## config.mk

```make
export PLATFORM = sky130hd
export DESIGN_NAME = multistage_alu_seq
export DESIGN_NICKNAME = d
export VERILOG_FILES = /design/src/rtl/multistage_alu_seq.sv
export SDC_FILE = /design/constraint.sdc
export NUM_CORES = 1
export LEC_CHECK = 0
export ABC_AREA = 1
export CELL_PAD_IN_SITES_DETAIL_PLACEMENT = 1
export CELL_PAD_IN_SITES_GLOBAL_PLACEMENT = 1
export CORE_UTILIZATION = 39
export DETAILED_ROUTE_END_ITERATION = 10
export PLACE_DENSITY = 0.83
export SYNTH_ARGS = -nofsm -noshare
export SYNTH_HDL_FRONTEND = slang
export SYNTH_SLANG_ARGS = --single-unit
```

## constraint.sdc

```tcl
create_clock -name CLKb -period 2.85 [get_ports CLKb]
set_input_delay 0.4275 -clock CLKb [delete_from_list [all_inputs] [get_ports CLKb]]
set_output_delay 0.4275 -clock CLKb [all_outputs]
set_load 0.03 [all_outputs]
```

## src/rtl/multistage_alu_seq.sv

```systemverilog
// Sequenced ALU: operands A/B loaded from the shared OP bus, Gin starts an
// operation through a small FSM; shifts step one bit per edge, optional MUL.
// Latency Gin->G: 2 edges (EXEC), 2+min(B,N) (shifts), N+1 (MUL). No backpressure:
// Gin while BUSY is dropped, nothing is queued; A/B loads are always accepted.
//
// Ports: CLKb clock, RST async active-high reset, OP data bus in (operand or
//   immediate), FN function select (sampled with Gin), Ain/Bin load strobes,
//   Gin start, Gout result-bus enable, RES gated result, BUSY (not IDLE),
//   DONE one-cycle completion pulse, FLAGS registered {Z,N,C,V}.
// Build option: define ALU_MUL_EN to include the shift-add multiplier (FN=1110).
module multistage_alu_seq #(
  parameter int N     = 10,
  parameter int IMM_W = 6
) (
  input  logic         CLKb,
  input  logic         RST,
  input  logic [N-1:0] OP,
  input  logic [3:0]   FN,
  input  logic         Ain,
  input  logic         Bin,
  input  logic         Gin,
  input  logic         Gout,
  output logic [N-1:0] RES,
  output logic         BUSY,
  output logic         DONE,
  output logic [3:0]   FLAGS
);

  localparam int CW = $clog2(N + 1);

  localparam logic [3:0] FN_ADD  = 4'b0010;
  localparam logic [3:0] FN_SUB  = 4'b0011;
  localparam logic [3:0] FN_INV  = 4'b0100;
  localparam logic [3:0] FN_FLP  = 4'b0101;
  localparam logic [3:0] FN_AND  = 4'b0110;
  localparam logic [3:0] FN_OR   = 4'b0111;
  localparam logic [3:0] FN_XOR  = 4'b1000;
  localparam logic [3:0] FN_LSL  = 4'b1001;
  localparam logic [3:0] FN_LSR  = 4'b1010;
  localparam logic [3:0] FN_ASR  = 4'b1011;
  localparam logic [3:0] FN_ADDI = 4'b1100;
  localparam logic [3:0] FN_SUBI = 4'b1101;
`ifdef ALU_MUL_EN
  localparam logic [3:0] FN_MUL  = 4'b1110;
`endif

  localparam logic [N-1:0] N_VAL    = N[N-1:0];
  localparam logic [N-1:0] MSB_ONLY = {1'b1, {(N-1){1'b0}}};

  typedef enum logic [2:0] {
    IDLE   = 3'd0,
    EXEC   = 3'd1,
    SHIFT  = 3'd2,
    DONE_S = 3'd3
`ifdef ALU_MUL_EN
    , MUL  = 3'd4
`endif
  } state_t;

  state_t           state;
  logic [N-1:0]     a, b, g;
  // Working copies taken at start; later A/B loads must not disturb a run.
  logic [3:0]       wfn;
  logic [N-1:0]     wa, wb;
  logic [IMM_W-1:0] wimm;
  logic [CW-1:0]    cnt;
  logic             c_sh;     // last bit shifted out

  logic [N-1:0]     op2;
  logic [N:0]       sum, dif;
  logic [N-1:0]     ex_g;
  logic             ex_c, ex_v;
  logic [3:0]       ex_flags;
  logic             is_shift;

`ifdef ALU_MUL_EN
  logic [2*N-1:0]   mc;       // multiplicand, shifted left each partial product
  logic [2*N-1:0]   acc, acc_nx;
  assign acc_nx = acc + (wb[0] ? mc : '0);
`endif

  assign is_shift = (FN == FN_LSL) || (FN == FN_LSR) || (FN == FN_ASR);
  assign RES      = Gout ? g : '0;

  // Single-cycle result for everything that goes through EXEC.
  always_comb begin
    ex_g = '0;
    ex_c = 1'b0;
    ex_v = 1'b0;
    op2  = ((wfn == FN_ADDI) || (wfn == FN_SUBI)) ? {{(N-IMM_W){1'b0}}, wimm} : wb;
    sum  = {1'b0, wa} + {1'b0, op2};
    dif  = {1'b0, wa} - {1'b0, op2};
    case (wfn)
      FN_ADD, FN_ADDI: begin
        ex_g = sum[N-1:0];
        ex_c = sum[N];
        ex_v = (wa[N-1] == op2[N-1]) && (sum[N-1] != wa[N-1]);
      end
      FN_SUB, FN_SUBI: begin
        ex_g = dif[N-1:0];
        ex_c = ~dif[N];                    // carry = no borrow
        ex_v = (wa[N-1] != op2[N-1]) && (dif[N-1] != wa[N-1]);
      end
      FN_INV: begin
        ex_g = (~wa) + {{(N-1){1'b0}}, 1'b1};
        ex_v = (wa == MSB_ONLY);           // negating the most negative value
      end
      FN_FLP:  ex_g = ~wa;
      FN_AND:  ex_g = wa & wb;
      FN_OR:   ex_g = wa | wb;
      FN_XOR:  ex_g = wa ^ wb;
      default: ex_g = '0;                  // invalid codes: G=0, Z=1
    endcase
    ex_flags = {(ex_g == '0), ex_g[N-1], ex_c, ex_v};
  end

  always_ff @(posedge CLKb or posedge RST) begin
    if (RST) begin
      state <= IDLE;
      a     <= '0;
      b     <= '0;
      g     <= '0;
      FLAGS <= '0;
      BUSY  <= 1'b0;
      DONE  <= 1'b0;
      wfn   <= '0;
      wa    <= '0;
      wb    <= '0;
      wimm  <= '0;
      cnt   <= '0;
      c_sh  <= 1'b0;
`ifdef ALU_MUL_EN
      mc    <= '0;
      acc   <= '0;
`endif
    end else begin
      if (Ain) a <= OP;
      if (Bin) b <= OP;
      DONE <= 1'b0;
      case (state)
        IDLE: begin
          if (Gin) begin
            wfn  <= FN;
            wa   <= a;
            wb   <= b;
            wimm <= OP[IMM_W-1:0];
            c_sh <= 1'b0;
            cnt  <= (b >= N_VAL) ? CW'(N) : b[CW-1:0];
            BUSY <= 1'b1;
            if (is_shift) begin
              state <= SHIFT;
            end
`ifdef ALU_MUL_EN
            else if (FN == FN_MUL) begin
              state <= MUL;
              cnt   <= CW'(N);
              acc   <= '0;
              mc    <= {{N{1'b0}}, a};
            end
`endif
            else begin
              state <= EXEC;
            end
          end
        end
        EXEC: begin
          g     <= ex_g;
          FLAGS <= ex_flags;
          DONE  <= 1'b1;
          state <= DONE_S;
        end
        SHIFT: begin
          // Count is checked before shifting, so a zero count writes A unchanged.
          if (cnt == '0) begin
            g     <= wa;
            FLAGS <= {(wa == '0), wa[N-1], c_sh, 1'b0};
            DONE  <= 1'b1;
            state <= DONE_S;
          end else begin
            cnt <= cnt - 1'b1;
            case (wfn)
              FN_LSL: begin
                c_sh <= wa[N-1];
                wa   <= {wa[N-2:0], 1'b0};
              end
              FN_ASR: begin
                c_sh <= wa[0];
                wa   <= {wa[N-1], wa[N-1:1]};
              end
              default: begin
                c_sh <= wa[0];
                wa   <= {1'b0, wa[N-1:1]};
              end
            endcase
          end
        end
`ifdef ALU_MUL_EN
        MUL: begin
          // One partial product per edge; the Nth edge also writes the result.
          acc <= acc_nx;
          mc  <= {mc[2*N-2:0], 1'b0};
          wb  <= {1'b0, wb[N-1:1]};
          cnt <= cnt - 1'b1;
          if (cnt == CW'(1)) begin
            g     <= acc_nx[N-1:0];
            FLAGS <= {(acc_nx[N-1:0] == '0), acc_nx[N-1], |acc_nx[2*N-1:N], 1'b0};
            DONE  <= 1'b1;
            state <= DONE_S;
          end
        end
`endif
        DONE_S: begin
          BUSY  <= 1'b0;
          state <= IDLE;
        end
        default: begin
          BUSY  <= 1'b0;
          state <= IDLE;
        end
      endcase
    end
  end

endmodule

```

==> out/metrics.cfg <==
[outcome]
status = complete, no violations

[cells_and_area]
syn_to_final_growth_pct = 19.11
instances_no_fill = 1016
final_nets = 905
drive_gt1_share_pct = 10.60
logic_area_mm2 = 0.003102

[run]
warnings = 51
maxCapViolations = 0

[power_and_ir_drop]
ir_worst_vdd_uv = 424.9
p_int_mw = 4.133
pwr-share-seq_pct = 20.2
p_comb_mw = 5.87
sw_frac_of_total_pct = 53.17

[yosys]
yosys_most_used_dff = dfrtp_1
syn_inst = 786
edf_count = 0
common_cells = 183 x nand2_1, 118 x inv_1, 74 x nand3_1
most_common_cell = nand2_1
ys_cells = 786

[detailed_routing]
initialDrtViolationCount = 391
dr_total_vias = 5598
drt-vias-per-instance = 5.510
drc = 0
ant_nets = 0

[cts]
ctsResizeCount = 2
clock_path_buffers = 2
insertion_delay_ps = 340
cts_buffers = 9
clock_sinks = 72

[global_routing]
grt_usage_pct = 26.60

[sta]
setup_viol = 0
fin_crit_sh_pct = 94.28

[placement]
placed_area_mm2 = 0.006118

[floorplan]
row_count = 42
ios = 36
coreArea_mm2 = 0.01345

[critical_path]
cpPeakStageDelay_ps = 440
path_max_fanout = 9
end_kind = register
cp-startpoint = wfn[3]$_DFFE_PP0P_
critPathRequiredTime_ps = 3120
r2r_end = FLAGS[3]$_DFFE_PP0P_
cp-start-kind = register

final cells by class:
class / instances / area share, %
well taps: 176 / 3.390
inverters: 125 / 7.224
multi-input cells: 561 / 47.76
repair buffers: 66 / 9.170
clock buffers: 10 / 3.679
clock inverters: 6 / 1.040
flip-flops and latches: 72 / 27.74
layer usage:
metal  GRT usage (%)  vias up  routed length, um
met2           45.44      170               8929
met3           3.443       41                766
met5               0        -                  0
met1           34.70     2741               8180
met4           8.796        0                500
li1                -     2646                  -
kinds of logic after synthesis:
logic type | share of synthesized area [%]
and+or+nand+nor | 26.62
AOI/OAI and AO/OA | 15.03
muxes | 1.859
adders and majority gates | 11.75
DFF | 33.04
buffers and inverters | 11.22
xor gates and xnor gates | 0.4820
### Metal 4

Cells faint in the background.
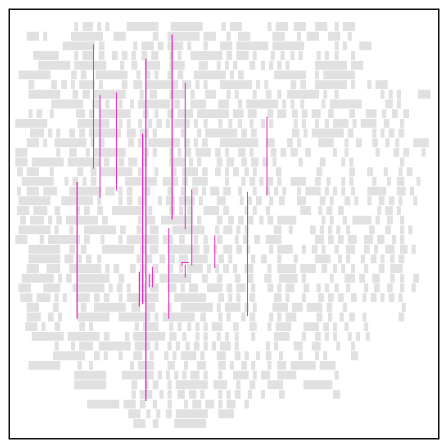
share of all routed wire: 2.7%
main direction: vertical
nets with wire on the layer: 16
longest straight run: 95.9 um

### Sequential cells grouped by signal name

Other sequential cells in the stronger grey, the rest of the logic in the fainter grey.
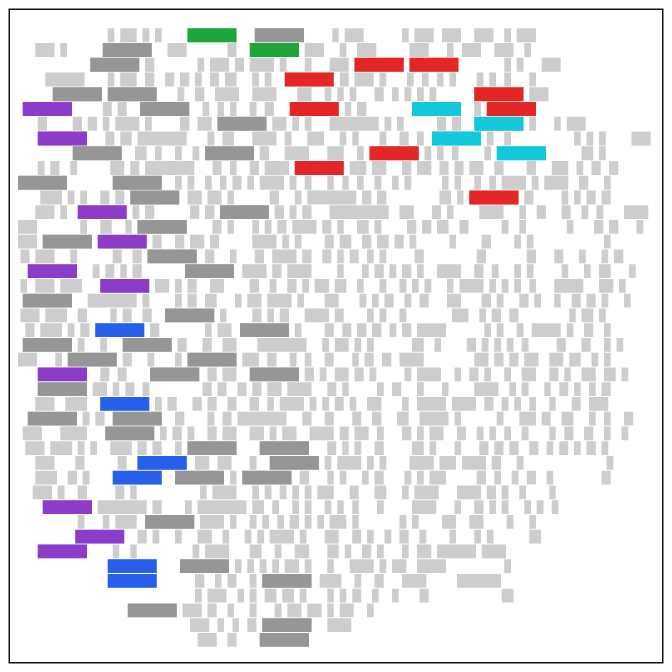
| signal | colour | placed flops |
|---|---|---|
| g | red | 9 |
| state | green | 2 |
| wimm | blue | 6 |
| FLAGS | cyan | 4 |
| b | purple | 10 |
Seq/total area: 27.74%
P_seq: 1.78 mW
FF/Latch Area: 0.001802 mm2

Power and IR drop assume default switching activity.
